**Sequential cells colored by netlist name**

Scale bar: 100 um.
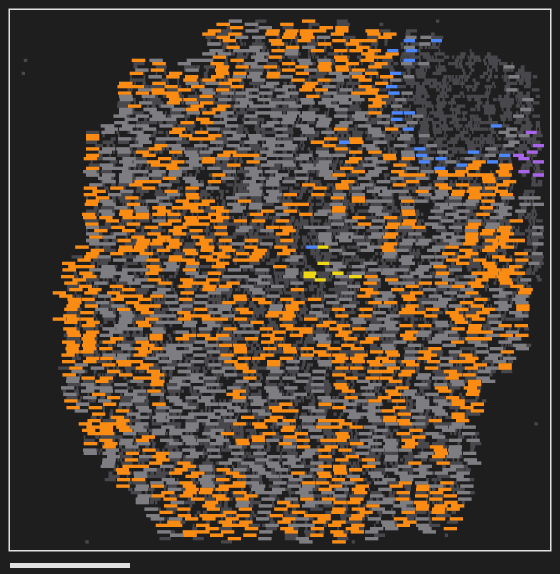
**Nets reached from selected ports**

Scale bar: 100 um.
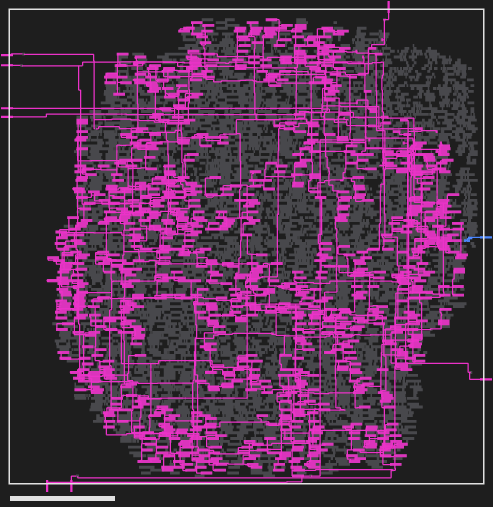
**Track usage over the die**

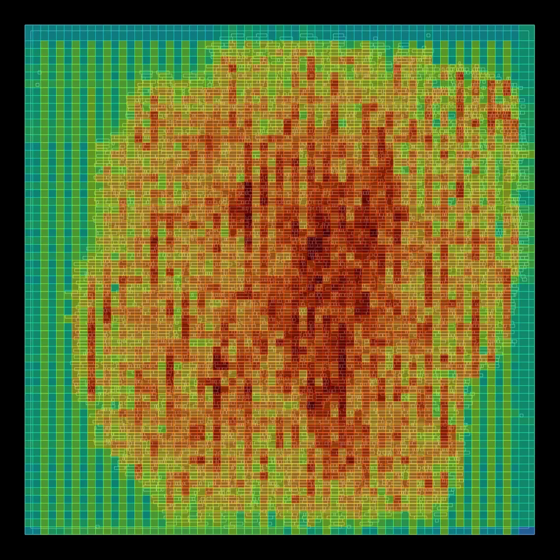
**A small window of the routed layout**

Scale bar: 10 um. Window x 100 to 125, y 100 to 125 um. Cells in gray, sequential cells in the stronger gray; small squares are vias.
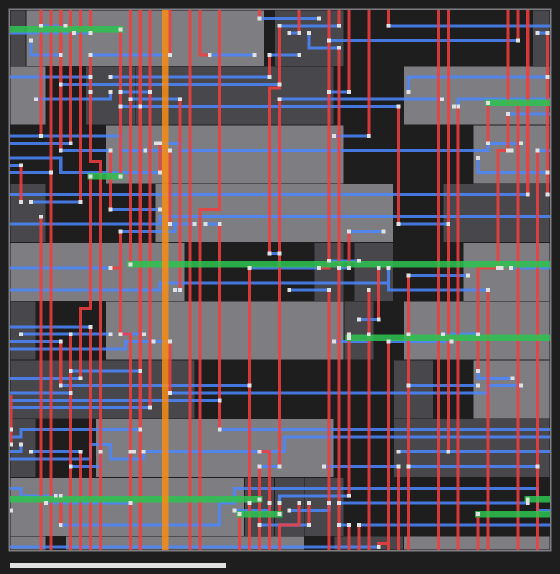
--- src/rtl/sobel_pkg.sv ---
// Shared types and helpers for the streaming Sobel edge filter.
// Gradient width is DATA_W + GRAD_GUARD. Each kernel arm sums to 4*max. The L1 sum of two arms fits with room to spare.
package sobel_pkg;

    typedef enum logic [1:0] {
        SOBEL_L1  = 2'd0,
        SOBEL_GX  = 2'd1,
        SOBEL_GY  = 2'd2,
        SOBEL_BIN = 2'd3
    } sobel_mode_t;

    // Gradients need DATA_W + GRAD_GUARD bits.
    localparam int GRAD_GUARD = 4;

    localparam int SAT_MAX_W = 32;

    function automatic logic [SAT_MAX_W-1:0] saturate(
        input logic [SAT_MAX_W-1:0] value,
        input int                   data_w
    );
        logic [SAT_MAX_W-1:0] limit;
        limit = (SAT_MAX_W'(1) << data_w) - SAT_MAX_W'(1);
        return (value > limit) ? limit : value;
    endfunction

endpackage

--- src/rtl/sobel_line_buffer.sv ---
// One-line delay element for the Sobel window.
// The read is combinational and sees the old contents. The write lands on the clock edge, so reading and writing the same address in one cycle returns the old word.
module sobel_line_buffer #(
    parameter int DATA_W = 8,
    parameter int DEPTH  = 128,
    parameter int AW     = $clog2(DEPTH)
) (
    input  logic              clk,
    input  logic              en,
    input  logic [AW-1:0]     addr,
    input  logic [DATA_W-1:0] wr_data,
    output logic [DATA_W-1:0] rd_data
);

    logic [DATA_W-1:0] mem [DEPTH];

    assign rd_data = mem[addr];

    always_ff @(posedge clk) begin
        if (en) begin
            mem[addr] <= wr_data;
        end
    end

endmodule

--- src/rtl/sobel_stream.sv ---
// Streaming 3x3 Sobel filter with ready/valid on both sides and frame/row markers.
// Each accepted beat at (r,c) emits the gradient centred on (r-1,c-1) one cycle later.
module sobel_stream
    import sobel_pkg::*;
#(
    parameter int DATA_W = 8,
    parameter int IMG_W  = 128,
    parameter int IMG_H  = 128
) (
    input  logic              clk,
    input  logic              rst,
    input  logic              in_valid,
    output logic              in_ready,
    input  logic [DATA_W-1:0] in_data,
    input  logic              in_sof,
    input  logic [1:0]        mode,
    input  logic [DATA_W-1:0] threshold,
    output logic              out_valid,
    input  logic              out_ready,
    output logic [DATA_W-1:0] out_data,
    output logic              out_sof,
    output logic              out_eol,
    output logic              out_eof
);

    localparam int GRAD_W = DATA_W + GRAD_GUARD;
    localparam int CW     = $clog2(IMG_W);
    localparam int RW     = $clog2(IMG_H);

    logic [CW-1:0]           col, eff_col, next_col;
    logic [RW-1:0]           row, eff_row, next_row;
    sobel_mode_t             mode_q;
    logic [DATA_W-1:0]       thr_q;
    logic                    accept, emit;
    logic [DATA_W-1:0]       a_rd, b_rd;
    logic [2:0][DATA_W-1:0]  cur, prev1, prev2;
    logic [GRAD_W-1:0]       sum_l, sum_r, sum_t, sum_b;
    logic signed [GRAD_W-1:0] gx, gy;
    logic [GRAD_W-1:0]       abs_gx, abs_gy, l1;
    logic [DATA_W-1:0]       result;

    assign in_ready = !out_valid || out_ready;
    assign accept   = in_valid && in_ready;

    // A start-of-frame beat is always treated as pixel (0,0), whatever the counters say.
    always_comb begin
        eff_col  = in_sof ? '0 : col;
        eff_row  = in_sof ? '0 : row;
        next_col = eff_col + CW'(1);
        next_row = eff_row;
        if (eff_col == CW'(IMG_W - 1)) begin
            next_col = '0;
            next_row = (eff_row == RW'(IMG_H - 1)) ? '0 : eff_row + RW'(1);
        end
        emit = (eff_row >= RW'(2)) && (eff_col >= CW'(2));
    end

    sobel_line_buffer #(.DATA_W(DATA_W), .DEPTH(IMG_W), .AW(CW)) u_line_a (
        .clk     (clk),
        .en      (accept),
        .addr    (eff_col),
        .wr_data (in_data),
        .rd_data (a_rd)
    );

    sobel_line_buffer #(.DATA_W(DATA_W), .DEPTH(IMG_W), .AW(CW)) u_line_b (
        .clk     (clk),
        .en      (accept),
        .addr    (eff_col),
        .wr_data (a_rd),
        .rd_data (b_rd)
    );

    // Index 0 is the top row and 2 is the bottom row. The incoming column forms the right edge of the window.
    assign cur = {in_data, a_rd, b_rd};

    always_comb begin
        sum_r  = GRAD_W'(cur[0]) + (GRAD_W'(cur[1]) << 1) + GRAD_W'(cur[2]);
        sum_l  = GRAD_W'(prev2[0]) + (GRAD_W'(prev2[1]) << 1) + GRAD_W'(prev2[2]);
        sum_b  = GRAD_W'(prev2[2]) + (GRAD_W'(prev1[2]) << 1) + GRAD_W'(cur[2]);
        sum_t  = GRAD_W'(prev2[0]) + (GRAD_W'(prev1[0]) << 1) + GRAD_W'(cur[0]);
        gx     = $signed(sum_r - sum_l);
        gy     = $signed(sum_b - sum_t);
        abs_gx = (gx < 0) ? GRAD_W'(-gx) : GRAD_W'(gx);
        abs_gy = (gy < 0) ? GRAD_W'(-gy) : GRAD_W'(gy);
        l1     = abs_gx + abs_gy;
        case (mode_q)
            SOBEL_GX:  result = DATA_W'(saturate(SAT_MAX_W'(abs_gx), DATA_W));
            SOBEL_GY:  result = DATA_W'(saturate(SAT_MAX_W'(abs_gy), DATA_W));
            SOBEL_BIN: result = (l1 >= GRAD_W'(thr_q)) ? {DATA_W{1'b1}} : '0;
            default:   result = DATA_W'(saturate(SAT_MAX_W'(l1), DATA_W));
        endcase
    end

    always_ff @(posedge clk or posedge rst) begin
        if (rst) begin
            col    <= '0;
            row    <= '0;
            prev1  <= '0;
            prev2  <= '0;
            mode_q <= SOBEL_L1;
            thr_q  <= '0;
        end else if (accept) begin
            col   <= next_col;
            row   <= next_row;
            prev2 <= prev1;
            prev1 <= cur;
            if (in_sof) begin
                mode_q <= sobel_mode_t'(mode);
                thr_q  <= threshold;
            end
        end
    end

    // The output register only reloads when its current beat is gone. Border beats leave it empty.
    always_ff @(posedge clk or posedge rst) begin
        if (rst) begin
            out_valid <= 1'b0;
            out_data  <= '0;
            out_sof   <= 1'b0;
            out_eol   <= 1'b0;
            out_eof   <= 1'b0;
        end else if (in_ready) begin
            out_valid <= accept && emit;
            if (accept && emit) begin
                out_data <= result;
                out_sof  <= (eff_row == RW'(2)) && (eff_col == CW'(2));
                out_eol  <= (eff_col == CW'(IMG_W - 1));
                out_eof  <= (eff_row == RW'(IMG_H - 1)) && (eff_col == CW'(IMG_W - 1));
            end
        end
    end

endmodule

--- config.mk ---
export PLATFORM = sky130hd
export DESIGN_NAME = sobel_stream
export DESIGN_NICKNAME = d
export VERILOG_FILES = /design/src/rtl/sobel_pkg.sv /design/src/rtl/sobel_line_buffer.sv /design/src/rtl/sobel_stream.sv
export SDC_FILE = /design/constraint.sdc
export NUM_CORES = 2
export LEC_CHECK = 0
export CAP_MARGIN = 20
export CORE_MARGIN = 5
export CORE_UTILIZATION = 44
export CTS_CLUSTER_DIAMETER = 30
export DETAILED_ROUTE_END_ITERATION = 10
export SLEW_MARGIN = 20
export SYNTH_ARGS = -nofsm -noshare
export SYNTH_HDL_FRONTEND = slang
export SYNTH_SLANG_ARGS = --single-unit
--- constraint.sdc ---
create_clock -name clk -period 38.2 [get_ports clk]
set_input_delay 7.64 -clock clk [delete_from_list [all_inputs] [get_ports clk]]
set_output_delay 7.64 -clock clk [all_outputs]
set_load 0.05 [all_outputs]
==> summary.rpt <==
=== SYNTHESIS / PLACE & ROUTE SUMMARY ===
----------------------------------------------------
[Outcome]
  Status ........................ finished clean

[Setup path]
  Critical path's largest stage delay ........................ 980 ps
  Highest-delay cell along the critical path ........................ sky130_fd_sc_hd__o31ai_1
  CP Max Fanout ........................ 99
  Critical path capture point type ........................ register
  R2r setup slk ........................ 25910 ps
  Signal arrival time at the worst endpoint ........................ 19340 ps
  Critical path required time ........................ 38960 ps
  Kind of cell adding the most delay to the critical path ........................ AND-OR/OR-AND gates
  Cell type with the highest occurrence count on the critical path ........................ sky130_fd_sc_hd__a21oi_1

[Pwr]
  Sequential Power ........................ 2650 uW
  Internal power ........................ 6010 uW
  Combinational group share of total power ........................ 0.283
  Main power-consuming group ........................ the clock network
  Share of total power in sequential cells ........................ 0.303
  Cell Pwr Density ........................ 85.3 mW/mm2

[Layout]
  Most common cell after layout, fill and taps aside ........................ sky130_fd_sc_hd__edfxtp_1
  Portion of the layout cell area used by clock cells ........................ 0.138
  Total non-filler cell area in the finished layout ........................ 0.103 mm2
  Clock buffers ........................ 475
  Dominant kind of cell by area ........................ flip-flops and latches
  Final antenna diode count ........................ 9
  Layout net count ........................ 6084
  Registers with the most flip-flops ........................ u_line_a.mem (1024), u_line_b.mem (1024)

[Floorplan]
  Die H ........................ 448 um
  Floorplan die width ........................ 448 um

[Yosys]
  Post-synthesis average cell area ........................ 15.2 um2
  Yosys cell count ........................ 5561
  Flop and latch count out of synthesis ........................ 2132
  Share of flip-flops with an asynchronous set or reset ........................ 0.0394
  Top non-seq family ........................ AND-OR/OR-AND gates
  List of most frequent post-synthesis cells ........................ 2048 x sky130_fd_sc_hd__edfxtp_1, 570 x sky130_fd_sc_hd__nand2_1, 482 x sky130_fd_sc_hd__nor2_1, 456 x sky130_fd_sc_hd__o22ai_1, 159 x sky130_fd_sc_hd__buf_2
  Number of nets produced by synthesis ........................ 5696

[Clocking]
  Post-CTS resize count ........................ 0
  CTS Buffer Depth ........................ 4
  Clock input transition at the sequential cells of the worst setup and hold paths ........................ 50 ps
  Number of CTS-inserted buffers ........................ 426

[Final timing]
  RSZ-0062 raised after global routing ........................ no
  Number of pins with negative max-slew slack in the final report ........................ 0
  Setup-failing EPs final ........................ 0
  Largest clock skew in the final design ........................ 106 ps

[Detailed routing]
  Wl on met1 ........................ 107000 um
  Total detailed-routing wirelength ........................ 284000 um
  Antenna-violating nets left ........................ 0
  Met3 WL ........................ 34500 um

[Flow run]
  Max-cap viol count ........................ 0

[Placed design]
  Post-DP HPWL ........................ 162000 um

[Global routing]
  Met1 capacity usage during global routing ........................ 0.370

[Worst hold path]
  Cell depth of the worst min-delay path ........................ 2

----------------------------------------------------
-- 'sequential cells colored by netlist name' (at the start) --
Key: orange = u_line_a.mem [sequential cells 1024, where spread over the die]; yellow = col [sequential cells 7, where center]; purple = thr_q [sequential cells 8, where north-east]; blue = prev1 [sequential cells 24, where north-east]

-- 'nets reached from selected ports' (at the start) --
Key: magenta = in_data [bits 8, direction input, edge 4 west, 2 south, 1 east, 1 north, end cells 1046, buffers 22, wire 21.0 mm]; blue = in_valid [bits 1, direction input, edge east, end cells 2, buffers 1, wire 21.3 um]
I/O Pins: 36
# port buffers: 35

-- 'track usage over the die' (at the start) --
final routed wire length divided by cell count: 32.2 um
Global Route met3 Usage: 0.0777

-- 'a small window of the routed layout' (at the start) --
Key: blue = metal 1; red = metal 2; green = metal 3; orange = metal 4
Netlist names of flops here include u_line_b.mem (8), u_line_a.mem (1). Most frequent: edfxtp_1 (9), nand2_1 (4), clkbuf_16 (4). 25 logic cells have their middle in the window. Sequential cells in the window: 9.

No activity file was given, so power comes from the tool's default toggle rates.
